==> src/rtl/dot_char_loader_if.sv <==
// dot_char_loader_if
//   Bundles the request handshake and the DotController-facing column bus of
//   dot_char_loader.
//   Request side : char_code[4:0], char_pos[2:0], char_valid, char_ready
//   System side  : disp_enable (display enable request)
//   Display side : colAddr[4:0], rowIn[6:0], write, enable
//   Status       : done, err (one-cycle pulses at request completion)
//   master = requester/system side, slave = dot_char_loader itself.
interface dot_char_loader_if;
   logic [4:0] char_code;
   logic [2:0] char_pos;
   logic       char_valid;
   logic       char_ready;
   logic       disp_enable;
   logic [4:0] colAddr;
   logic [6:0] rowIn;
   logic       write;
   logic       enable;
   logic       done;
   logic       err;

   modport master (
      output char_code, char_pos, char_valid, disp_enable,
      input  char_ready, colAddr, rowIn, write, enable, done, err
   );

   modport slave (
      input  char_code, char_pos, char_valid, disp_enable,
      output char_ready, colAddr, rowIn, write, enable, done, err
   );
endinterface

==> src/rtl/dot_char_loader.sv <==
// dot_char_loader
//   Accepts one character code (hex 0-F, codes >= 16 draw a blank) and a cell
//   position over a valid/ready handshake, looks the glyph up in a 5x7 font
//   ROM and plays its five columns onto DotController's colAddr/rowIn/write
//   inputs, each column held for HOLD_CYCLES clocks. enable is disp_enable
//   delayed by one clock. done pulses when a request finishes; err pulses
//   with done when the requested cell is beyond NUM_CHARS (nothing written).
//   Ports:
//     clk   - system clock, rising edge
//     reset - asynchronous, active-high
//     bus   - dot_char_loader_if.slave (request, display bus, status)
//   All outputs are registered.
module dot_char_loader #(
   parameter int NUM_CHARS   = 1,   // 1..6 character cells
   parameter int HOLD_CYCLES = 1    // 1..15 clocks per column
) (
   input logic           clk,
   input logic           reset,
   dot_char_loader_if.slave bus
);

   typedef enum logic [1:0] {IDLE, WRITE, FIN} state_t;

   localparam logic [3:0] NUM_CHARS_W = 4'(NUM_CHARS);
   localparam logic [3:0] HOLD_LAST   = 4'(HOLD_CYCLES - 1);

   state_t     state_reg, state_next;
   logic [4:0] code_reg, code_next;
   logic [2:0] pos_reg, pos_next;
   logic [2:0] col_reg, col_next;
   logic [3:0] hold_reg, hold_next;
   logic       ready_reg, ready_next;
   logic [4:0] col_addr_reg, col_addr_next;
   logic [6:0] row_reg, row_next;
   logic       write_reg, write_next;
   logic       done_reg, done_next;
   logic       err_reg, err_next;
   logic       enable_reg;

   // Font ROM, column-major, bit0 = top row. Codes 16..31 are blank.
   function automatic logic [6:0] font_col(input logic [4:0] code, input logic [2:0] col);
      logic [34:0] glyph;
      logic [6:0]  column;
      case (code)
         5'd0:    glyph = {7'h3E, 7'h51, 7'h49, 7'h45, 7'h3E};
         5'd1:    glyph = {7'h00, 7'h42, 7'h7F, 7'h40, 7'h00};
         5'd2:    glyph = {7'h42, 7'h61, 7'h51, 7'h49, 7'h46};
         5'd3:    glyph = {7'h21, 7'h41, 7'h45, 7'h4B, 7'h31};
         5'd4:    glyph = {7'h18, 7'h14, 7'h12, 7'h7F, 7'h10};
         5'd5:    glyph = {7'h27, 7'h45, 7'h45, 7'h45, 7'h39};
         5'd6:    glyph = {7'h3C, 7'h4A, 7'h49, 7'h49, 7'h30};
         5'd7:    glyph = {7'h01, 7'h71, 7'h09, 7'h05, 7'h03};
         5'd8:    glyph = {7'h36, 7'h49, 7'h49, 7'h49, 7'h36};
         5'd9:    glyph = {7'h06, 7'h49, 7'h49, 7'h29, 7'h1E};
         5'd10:   glyph = {7'h7E, 7'h11, 7'h11, 7'h11, 7'h7E};
         5'd11:   glyph = {7'h7F, 7'h49, 7'h49, 7'h49, 7'h36};
         5'd12:   glyph = {7'h3E, 7'h41, 7'h41, 7'h41, 7'h22};
         5'd13:   glyph = {7'h7F, 7'h41, 7'h41, 7'h22, 7'h1C};
         5'd14:   glyph = {7'h7F, 7'h49, 7'h49, 7'h49, 7'h41};
         5'd15:   glyph = {7'h7F, 7'h09, 7'h09, 7'h09, 7'h01};
         default: glyph = 35'd0;
      endcase
      case (col)
         3'd0:    column = glyph[34:28];
         3'd1:    column = glyph[27:21];
         3'd2:    column = glyph[20:14];
         3'd3:    column = glyph[13:7];
         default: column = glyph[6:0];
      endcase
      return column;
   endfunction

   // Base column of a cell; only used for in-range cells, so 5 bits suffice.
   function automatic logic [4:0] col_addr_of(input logic [2:0] pos, input logic [2:0] col);
      return ({2'b00, pos} * 5'd5) + {2'b00, col};
   endfunction

   always_ff @(posedge clk or posedge reset) begin
      if (reset) begin
         state_reg    <= IDLE;
         code_reg     <= 5'd0;
         pos_reg      <= 3'd0;
         col_reg      <= 3'd0;
         hold_reg     <= 4'd0;
         ready_reg    <= 1'b0;
         col_addr_reg <= 5'd0;
         row_reg      <= 7'd0;
         write_reg    <= 1'b0;
         done_reg     <= 1'b0;
         err_reg      <= 1'b0;
         enable_reg   <= 1'b0;
      end else begin
         state_reg    <= state_next;
         code_reg     <= code_next;
         pos_reg      <= pos_next;
         col_reg      <= col_next;
         hold_reg     <= hold_next;
         ready_reg    <= ready_next;
         col_addr_reg <= col_addr_next;
         row_reg      <= row_next;
         write_reg    <= write_next;
         done_reg     <= done_next;
         err_reg      <= err_next;
         enable_reg   <= bus.disp_enable;
      end
   end

   // Outputs are registered, so this block computes the output values for the
   // state being entered: the accept edge already loads column 0.
   always_comb begin
      state_next    = state_reg;
      code_next     = code_reg;
      pos_next      = pos_reg;
      col_next      = col_reg;
      hold_next     = hold_reg;
      ready_next    = 1'b0;
      col_addr_next = col_addr_reg;
      row_next      = row_reg;
      write_next    = 1'b0;
      done_next     = 1'b0;
      err_next      = 1'b0;

      case (state_reg)
         IDLE: begin
            ready_next = 1'b1;
            if (bus.char_valid && ready_reg) begin
               code_next  = bus.char_code;
               pos_next   = bus.char_pos;
               ready_next = 1'b0;
               if ({1'b0, bus.char_pos} >= NUM_CHARS_W) begin
                  state_next = FIN;
                  done_next  = 1'b1;
                  err_next   = 1'b1;
               end else begin
                  state_next    = WRITE;
                  col_next      = 3'd0;
                  hold_next     = 4'd0;
                  write_next    = 1'b1;
                  col_addr_next = col_addr_of(bus.char_pos, 3'd0);
                  row_next      = font_col(bus.char_code, 3'd0);
               end
            end
         end

         WRITE: begin
            write_next = 1'b1;
            if (hold_reg == HOLD_LAST) begin
               if (col_reg == 3'd4) begin
                  // Last column done; colAddr/rowIn keep their last values.
                  state_next = FIN;
                  write_next = 1'b0;
                  done_next  = 1'b1;
               end else begin
                  col_next      = col_reg + 3'd1;
                  hold_next     = 4'd0;
                  col_addr_next = col_addr_of(pos_reg, col_reg + 3'd1);
                  row_next      = font_col(code_reg, col_reg + 3'd1);
               end
            end else begin
               hold_next = hold_reg + 4'd1;
            end
         end

         FIN: begin
            state_next = IDLE;
            ready_next = 1'b1;
         end

         default: begin
            state_next = IDLE;
         end
      endcase
   end

   assign bus.char_ready = ready_reg;
   assign bus.colAddr    = col_addr_reg;
   assign bus.rowIn      = row_reg;
   assign bus.write      = write_reg;
   assign bus.enable     = enable_reg;
   assign bus.done       = done_reg;
   assign bus.err        = err_reg;

endmodule

==> src/flat_wrapper.sv <==
// flat-port wrapper written by rule: the top's interface ports become plain ports
module dot_char_loader_flat 
#(
   parameter int NUM_CHARS   = 1,                          
   parameter int HOLD_CYCLES = 1                              
)
  (clk, reset, bus_char_code, bus_char_pos, bus_char_valid, bus_disp_enable, bus_char_ready, bus_colAddr, bus_rowIn, bus_write, bus_enable, bus_done, bus_err);
  dot_char_loader_if bus_i ();
  input logic clk;
  input logic reset;
  input wire logic [$bits(bus_i.char_code)-1:0] bus_char_code;
  input wire logic [$bits(bus_i.char_pos)-1:0] bus_char_pos;
  input wire logic [$bits(bus_i.char_valid)-1:0] bus_char_valid;
  input wire logic [$bits(bus_i.disp_enable)-1:0] bus_disp_enable;
  output wire logic [$bits(bus_i.char_ready)-1:0] bus_char_ready;
  output wire logic [$bits(bus_i.colAddr)-1:0] bus_colAddr;
  output wire logic [$bits(bus_i.rowIn)-1:0] bus_rowIn;
  output wire logic [$bits(bus_i.write)-1:0] bus_write;
  output wire logic [$bits(bus_i.enable)-1:0] bus_enable;
  output wire logic [$bits(bus_i.done)-1:0] bus_done;
  output wire logic [$bits(bus_i.err)-1:0] bus_err;
  assign bus_i.char_code = bus_char_code;
  assign bus_i.char_pos = bus_char_pos;
  assign bus_i.char_valid = bus_char_valid;
  assign bus_i.disp_enable = bus_disp_enable;
  assign bus_char_ready = bus_i.char_ready;
  assign bus_colAddr = bus_i.colAddr;
  assign bus_rowIn = bus_i.rowIn;
  assign bus_write = bus_i.write;
  assign bus_enable = bus_i.enable;
  assign bus_done = bus_i.done;
  assign bus_err = bus_i.err;
  dot_char_loader #(.NUM_CHARS(NUM_CHARS), .HOLD_CYCLES(HOLD_CYCLES)) u_core (.clk(clk), .reset(reset), .bus(bus_i));
endmodule
==> config.mk <==
export PLATFORM = sky130hd
export DESIGN_NAME = dot_char_loader_flat
export DESIGN_NICKNAME = d
export VERILOG_FILES = /design/src/rtl/dot_char_loader_if.sv /design/src/rtl/dot_char_loader.sv /design/src/flat_wrapper.sv
export SDC_FILE = /design/constraint.sdc
export NUM_CORES = 1
export LEC_CHECK = 0
export ABC_AREA = 1
export CAP_MARGIN = 20
export CORE_ASPECT_RATIO = 0.7
export CORE_MARGIN = 2
export CORE_UTILIZATION = 40
export CTS_CLUSTER_SIZE = 8
export DETAILED_ROUTE_END_ITERATION = 8
export MAX_ROUTING_LAYER = met4
export SLEW_MARGIN = 25
export SYNTH_ARGS = -nofsm -noshare
export SYNTH_HDL_FRONTEND = slang
export SYNTH_SLANG_ARGS = --single-unit
==> constraint.sdc <==
create_clock -name clk -period 2.2 [get_ports clk]
set_input_delay 0.22 -clock clk [delete_from_list [all_inputs] [get_ports clk]]
set_output_delay 0.22 -clock clk [all_outputs]
set_load 0.01 [all_outputs]
Run 1, signal wires by layer:
Scale bar: 20 µm.
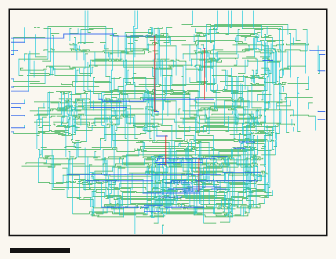
red -> met4  # wire length 62.6 µm
blue -> met3  # wire length 422 µm
green -> met1  # wire length 4160 µm
cyan -> met2  # wire length 3300 µm
Routed WL: 7.95 mm
drt wl/cell: 14.5 µm
aggregate global-route resource usage: 21.5%
DR vias: 2810

Run 1, gate-type map:
Scale bar: 20 µm.
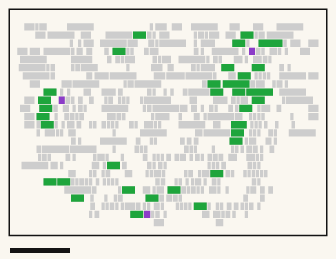
purple -> AND and OR gates  # cells 3
green -> adder and majority cells  # cells 33, where all over the die
combinational share of cell area: 52.1%
Top cell excl fill/tap: nand2_1

Run 1, track usage over the die:
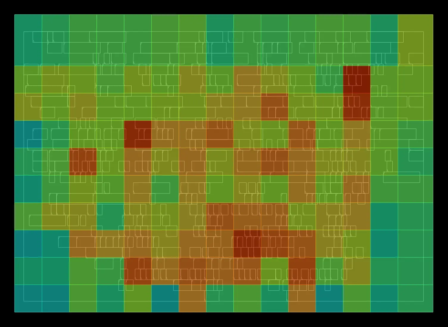
utilization after layout: 51.3%
met3 Track Usage GR: 4.16%
met2 GRT Util: 29.9%
most used routing layer in global routing: met1
met1 usage in global routing: 32.2%

Run 1, sequential cells grouped by signal name:
Scale bar: 20 µm. Other sequential cells in the stronger gray, the rest of the logic in the fainter gray.
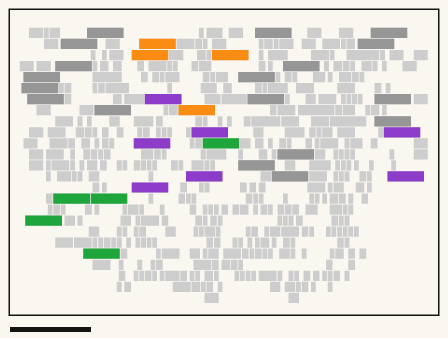
orange -> u_core.hold_reg  # sequential cells 4, where top middle
purple -> u_core.bus.rowIn  # sequential cells 7
green -> u_core.code_reg  # sequential cells 5
not colored = 18
Reg area: 851 µm²
Seq/total area: 24.2%
Sequential Power: 1.11 mW

==> results.json, run 1 <==
{
  "status": "complete, no violations",
  "ff_count": 34,
  "min_path_type": "in -> async",
  "met3RoutedLength_um": 421,
  "stdcell_count": 549,
  "gp_congestion": 0.982,
  "clock_buffers": 6,
  "ff_type": "dfrtp_1",
  "hpwlAfterDp_mm": 6.12,
  "cp_max_fo": 3,
  "cts-root-buf": "clkbuf_8",
  "cp-start-kind": "flop",
  "post_cts_buffers": 0,
  "die_h_um": 75.0,
  "p_per_area_mw_per_mm2": 1560,
  "drtAntennaViolNets": 0,
  "ys_ff": 34,
  "drt-met1-wl_mm": 4.16,
  "clk_share_pct": 2.71,
  "grt_max_degree": 35,
  "post-place-cells": 538,
  "netlist_area_mm2": 0.00288,
  "fin_setup_tns_ps": 0,
  "critPathMaxStageDelay_ps": 520,
  "clock-sinks": 34,
  "logic_gate_count": 321,
  "period_used_pct": 94.8,
  "whs_ps": 330,
  "final-hold-violation-count": 0,
  "synth_cell_type_count": 35,
  "cts-resized-gates": 0,
  "dr.first_iter.drc_count": 300,
  "cts_hold_buf": 0,
  "top_area_share_pct": 29.5,
  "ys_warn_count": 0,
  "core-area_mm2": 0.00685,
  "buffer_area_share_pct": 13.0,
  "dp_slack_ps": 75.3,
  "portBuffers": 28,
  "nNetsFinal": 499,
  "area_leaders": "dfrtp_1 30%, nand2_1 14%, ha_1 14%",
  "setup_ws_ps": 115,
  "power_mw": 5.49,
  "finClkSkew_ps": 9.74,
  "wl_met2_mm": 3.30,
  "synth_nets": 455,
  "grt_pass1_vias": 2513,
  "synth_cells": 410,
  "slew_viol_final": 0,
  "routed.top_layer": "met4",
  "async_flop_share_pct": 100,
  "slowest_stage": "fa_2",
  "final-setup-viol-count": 0,
  "htree_num_levels": 2,
  "dr.pass1.iters": 5,
  "largest_cell_class": "combinational gates",
  "fill_cells": 667,
  "edf_count": 0,
  "drive_above_1_share_pct": 12.7,
  "stdcell_area_mm2": 0.00351,
  "clk_pin_slew_worst_paths_ps": 80,
  "crit_arrival_ps": 2270,
  "largest_reg_flops": 7,
  "n_all_buffers": 50,
  "inverters": 42,
  "peakVddDrop_mv": 0.555,
  "ff2ff_path_depth": 9,
  "cts_tree": "built",
  "ys_area_mm2": 0.00288,
  "grt-ovfl-total": 0,
  "syn_to_final_growth_pct": 21.9,
  "fp_util_pct": 42.1,
  "die-width_um": 105,
  "cp_top_family": "adder cells",
  "required_ps": 2380,
  "largest_area_cell": "dfrtp_1",
  "cts_buffers": 5,
  "tightest_slew_ps": 461,
  "via_per_inst": 5.12,
  "grt_pass1_wl_mm": 12.7,
  "cts_max_path_buffers": 2,
  "antenna_found_initial": 0,
  "synth_area_per_cell_um2": 7.03,
  "min_period_ps": 2090,
  "tool_warnings": 43,
  "ys_cells": 410,
  "crit_type": "reg -> reg",
  "diodes": 0,
  "layout.area.comb_mm2": 0.00183,
  "die_area_mm2": 0.00791,
  "ios": 29,
  "ys_seq_share_pct": 29.5,
  "leakage_nw": 1.72,
  "critPathBufInv": 2,
  "endpoint_kind": "flop",
  "cp.depth": 9,
  "cap_violations": 0,
  "max-slew-margin-rel_pct": 69.2,
  "clock_latency_ps": 290,
  "place_area_mm2": 0.00336,
  "fmax_ghz": 0.480,
  "crit_chain": "inv_1 -> ha_4 -> ha_1 -> ha_1 -> inv_1 -> fa_2 -> nand2_1 -> o21ai_0 -> o21ai_1",
  "num_tap_cells": 94,
  "route.detailed.drc": 0,
  "num_rows": 25
}
## run 1: path summary, 6_finish.rpt
path | from | to | slack [ps]
worst max register to register | u_core.col_reg[0] | u_core.bus.colAddr[2] | 110
max in group asynchronous | reset | u_core.bus.rowIn[4] | 1540
worst max-delay path | u_core.col_reg[0] | u_core.bus.colAddr[2] | 110
worst min register to register | u_core.state_reg[0] | u_core.bus.char_ready | 440
worst min-delay path | reset | u_core.bus.enable | 330
min in group clk | bus_disp_enable | u_core.bus.enable | 370
## run 1: report_power, final
| group | switching (mW) | internal, mW |
|---|---|---|
| Sequential | 0.199 | 0.911 |
| Clock | 0.244 | 0.252 |
| Combinational | 2.35 | 1.54 |
| Total | 2.79 | 2.70 |
## run 1: cell usage after synthesis, drive strengths merged (2+ instances only)
cell and instances:
o211ai 3, nand4 6, inv 40, ha 32
nand2 115, or2 3, xnor2 3, a31oi 4
nor2 52, dfrtp 34, nor3 3, nand3 38
clkbuf 4, a21oi 25, o22ai 2, o21ai 30
buf 9, clkinv 2
## run 1: layout by cell type (no fill, tap or decap), types with 3 or more instances in the layout
master           count
a31oi_1              4
a21oi_2              4
or2_2                3
clkbuf_8             6
o211ai_1             3
o21ai_0             27
xnor2_1              3
nand2_1            111
inv_1               36
clkdlybuf4s50_1     28
nand2_2              4
dfrtp_1             34
a21oi_1             21
ha_1                29
nand3_1             37
nor2_1              46
nand4_1              6
nor2_4               3
inv_2                3
buf_4               21
## run 1: cell families after synthesis
family	synth area share, %
DFF	29.5
and+or+nand+nor	33.3
buffers and inverters	8.08
adders and majority gates	14.6
AOI/OAI and AO/OA	13.3
xor gates and xnor gates	1.22
==> inputs of run 2 (changes only) <==
CELL_PAD_IN_SITES_DETAIL_PLACEMENT = 1   (was unset)
CELL_PAD_IN_SITES_GLOBAL_PLACEMENT = 2   (was unset)
CORE_UTILIZATION = 29   (was 40)
PLACE_DENSITY_LB_ADDON = 0.1   (was unset)
Run 2, zoomed window:
Scale bar: 5 µm. Region (52, 51) to (72, 71) µm. Cells in gray, sequential cells in the stronger gray; small squares are vias.
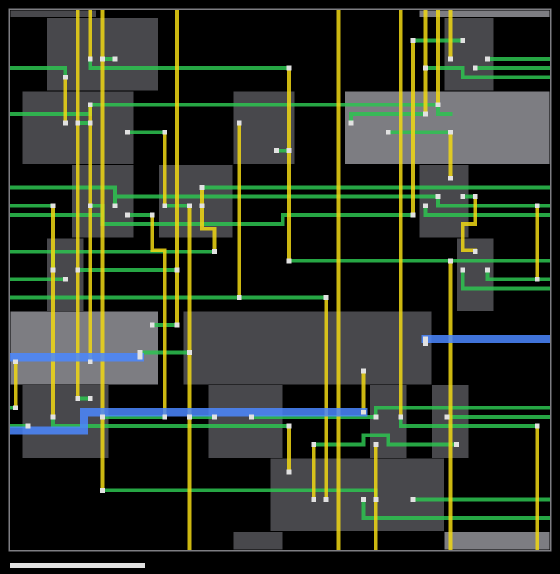
green -> met1
yellow -> met2
blue -> met3
sequential cells in the window = 2
cells with their middle in the window = 17
netlist names of flops here include = u_core.bus.rowIn (1), u_core.pos_reg (1)

==> run 2 against run 1 <==
Critical path depth stayed put. Area after synthesis stayed put. Setup slack better by 8.1 ps. Largest cell class unchanged. Highest routed layer unchanged.
==> results.json, run 2 <==
{
  "grt_max_degree": 35,
  "cp_top_family": "adder cells",
  "leakage_nw": 1.73,
  "clock_latency_ps": 280,
  "min_period_ps": 2080,
  "required_ps": 2370,
  "netlist_area_mm2": 0.00288,
  "fa_ha_area_share_pct": 14.6,
  "clock-sinks": 34,
  "p_switching_mw": 2.94,
  "num_rows": 30,
  "aoi_share_pct": 13.3,
  "slew_viol_final": 0,
  "largest_area_cell": "dfrtp_1",
  "endpoint_kind": "flop",
  "ys_cells": 410,
  "fin_setup_tns_ps": 0,
  "p_per_area_mw_per_mm2": 1610,
  "nNetsFinal": 497,
  "grt_pass1_wl_mm": 15.6,
  "crit_chain": "inv_2 -> ha_4 -> ha_1 -> ha_1 -> inv_1 -> fa_2 -> nand2_1 -> o21ai_0 -> o21ai_1",
  "ys_warn_count": 0,
  "max-slew-margin-rel_pct": 68.2,
  "cp_max_fo": 4,
  "fill_cells": 1226,
  "diodes": 0,
  "cap_violations": 0,
  "power_mw": 5.81,
  "fmax_ghz": 0.481,
  "path_common_cell": "ha_1",
  "min_path_type": "in -> async",
  "portBuffers": 28,
  "simple_gate_area_share_pct": 33.3,
  "utilization_pct": 37.1,
  "critPathBufInv": 2,
  "crit_type": "reg -> reg",
  "cts_tree": "built",
  "drive_above_1_share_pct": 13.0,
  "edf_count": 0,
  "ios": 29,
  "async_flop_share_pct": 100,
  "grt-ovfl-total": 0,
  "ys_area_mm2": 0.00288,
  "via_per_inst": 4.91,
  "comb_power_share_pct": 67.5,
  "route.detailed.drc": 0,
  "dp_slack_ps": 42.4,
  "cts-root-buf": "clkbuf_16",
  "vias": 2854,
  "crit_arrival_ps": 2250,
  "cts_max_path_buffers": 2,
  "synth_cells": 410,
  "area_leaders": "dfrtp_1 30%, nand2_1 14%, ha_1 14%",
  "yosys-mux-area-fraction_pct": 0,
  "synth_cell_type_count": 35,
  "dr.pass1.iters": 4,
  "synth_nets": 455,
  "slowest_stage": "fa_2",
  "gp_congestion": 0.833,
  "switching_share_pct": 50.6,
  "antenna_found_initial": 0,
  "p_clk_share_pct": 12.5,
  "hpwlAfterDp_mm": 7.44,
  "xor_share_pct": 1.22,
  "status": "complete, no violations",
  "ys_ff": 34,
  "period_used_pct": 94.4,
  "fp_util_pct": 29.8,
  "largest_reg_flops": 7,
  "core-area_mm2": 0.00968,
  "synth_area_per_cell_um2": 7.03,
  "lay_top_count": "nand2_1",
  "clk_pin_slew_worst_paths_ps": 60,
  "ys_top_logic_family": "simple AND/OR/NAND/NOR gates",
  "cts_buffers": 5,
  "setup_ws_ps": 123,
  "peakVddDrop_mv": 0.634,
  "die-width_um": 123,
  "pwr-share-seq_pct": 20.0,
  "synth_dominant_cell_count": "nand2_1",
  "htree_num_levels": 2,
  "internal_power_mw": 2.87,
  "drtAntennaViolNets": 0,
  "final-setup-viol-count": 0,
  "syn_to_final_growth_pct": 24.8,
  "grt_pass1_vias": 2862,
  "place_area_mm2": 0.00338,
  "critPathMaxStageDelay_ps": 510,
  "cp-start-kind": "flop",
  "stdcell_area_mm2": 0.00360,
  "die_area_mm2": 0.0108,
  "final_cell_mix": "109 x nand2_1, 46 x nor2_1, 37 x nand3_1",
  "ff_type": "dfrtp_1",
  "tightest_slew_ps": 478,
  "top_area_share_pct": 29.5,
  "die_h_um": 87.4,
  "ys_seq_share_pct": 29.5
}
Run 2, signal wires by layer:
Scale bar: 20 µm.
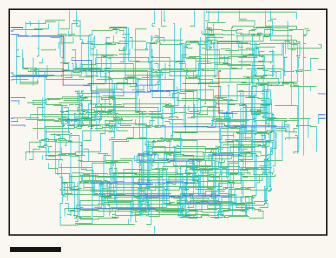
blue -> met3  # wire length 468 µm
green -> met1  # wire length 5270 µm
red -> met4  # wire length 61.9 µm
cyan -> met2  # wire length 3790 µm
Routed WL: 9.59 mm
aggregate global-route resource usage: 19.6%

-- run 2: timing repair --
action | CTS | global route
buffers inserted | 0 | 2
setup endpoints to repair | 1 | 6
pin swaps | 0 | 2
resized | 1 | 12
hold buffers | 0 | 0
-- run 2: through the flow --
step / hold slack, ps / instances
3_5_place_dp: 449 / 571
3_3_place_gp: 438 / 571
6_report: 344 / 581
4_1_cts: 364 / 579
5_1_grt: 372 / 581
2_1_floorplan: 251 / 410
-- run 2: worst paths after layout --
path,startpoint,endpoint,slack (ps),cells past startpoint
setup / recovery,u_core.col_reg[0],u_core.bus.colAddr[2],120,9
hold / removal,reset,u_core.bus.colAddr[0],340,3
setup reg to reg,u_core.col_reg[0],u_core.bus.colAddr[2],120,9
hold reg to reg,u_core.state_reg[0],u_core.bus.char_ready,450,1
max in group asynchronous,reset,u_core.col_reg[1],1500,3
min in group clk,bus_disp_enable,u_core.bus.enable,370,1
-- run 2: final cells by class --
class	count	area, µm²	area share [%]
clock buffer	7	143	3.97
clock inverter	1	5.00	0.139
inverter	42	163	4.52
multi-input combinational	321	1840	51.2
sequential	34	853	23.7
tap	128	160	4.45
timing repair buffer	48	430	12.0
-- run 2: layer usage --
metal | GRT usage, % | vias to the layer above | wire, µm
met1 | 30.5 | 1365 | 5270
met4 | 3.10 | 0 | 61
met2 | 25.7 | 59 | 3790
met3 | 4.25 | 8 | 468
met5 | - | - | 0
li1 | - | 1422 | -
-- run 2: power by group through the flow --
stage | clock, mW | combinational, mW | sequential (mW)
after global placement | 0 | 3.76 | 1.15
after CTS | 0.747 | 3.81 | 1.15
after floorplan | 0 | 2.38 | 1.19
after detailed placement | 0 | 3.78 | 1.16
after global routing | 0.772 | 4.45 | 1.20
final | 0.725 | 3.92 | 1.16
Power is estimated from default activity; no workload was simulated.
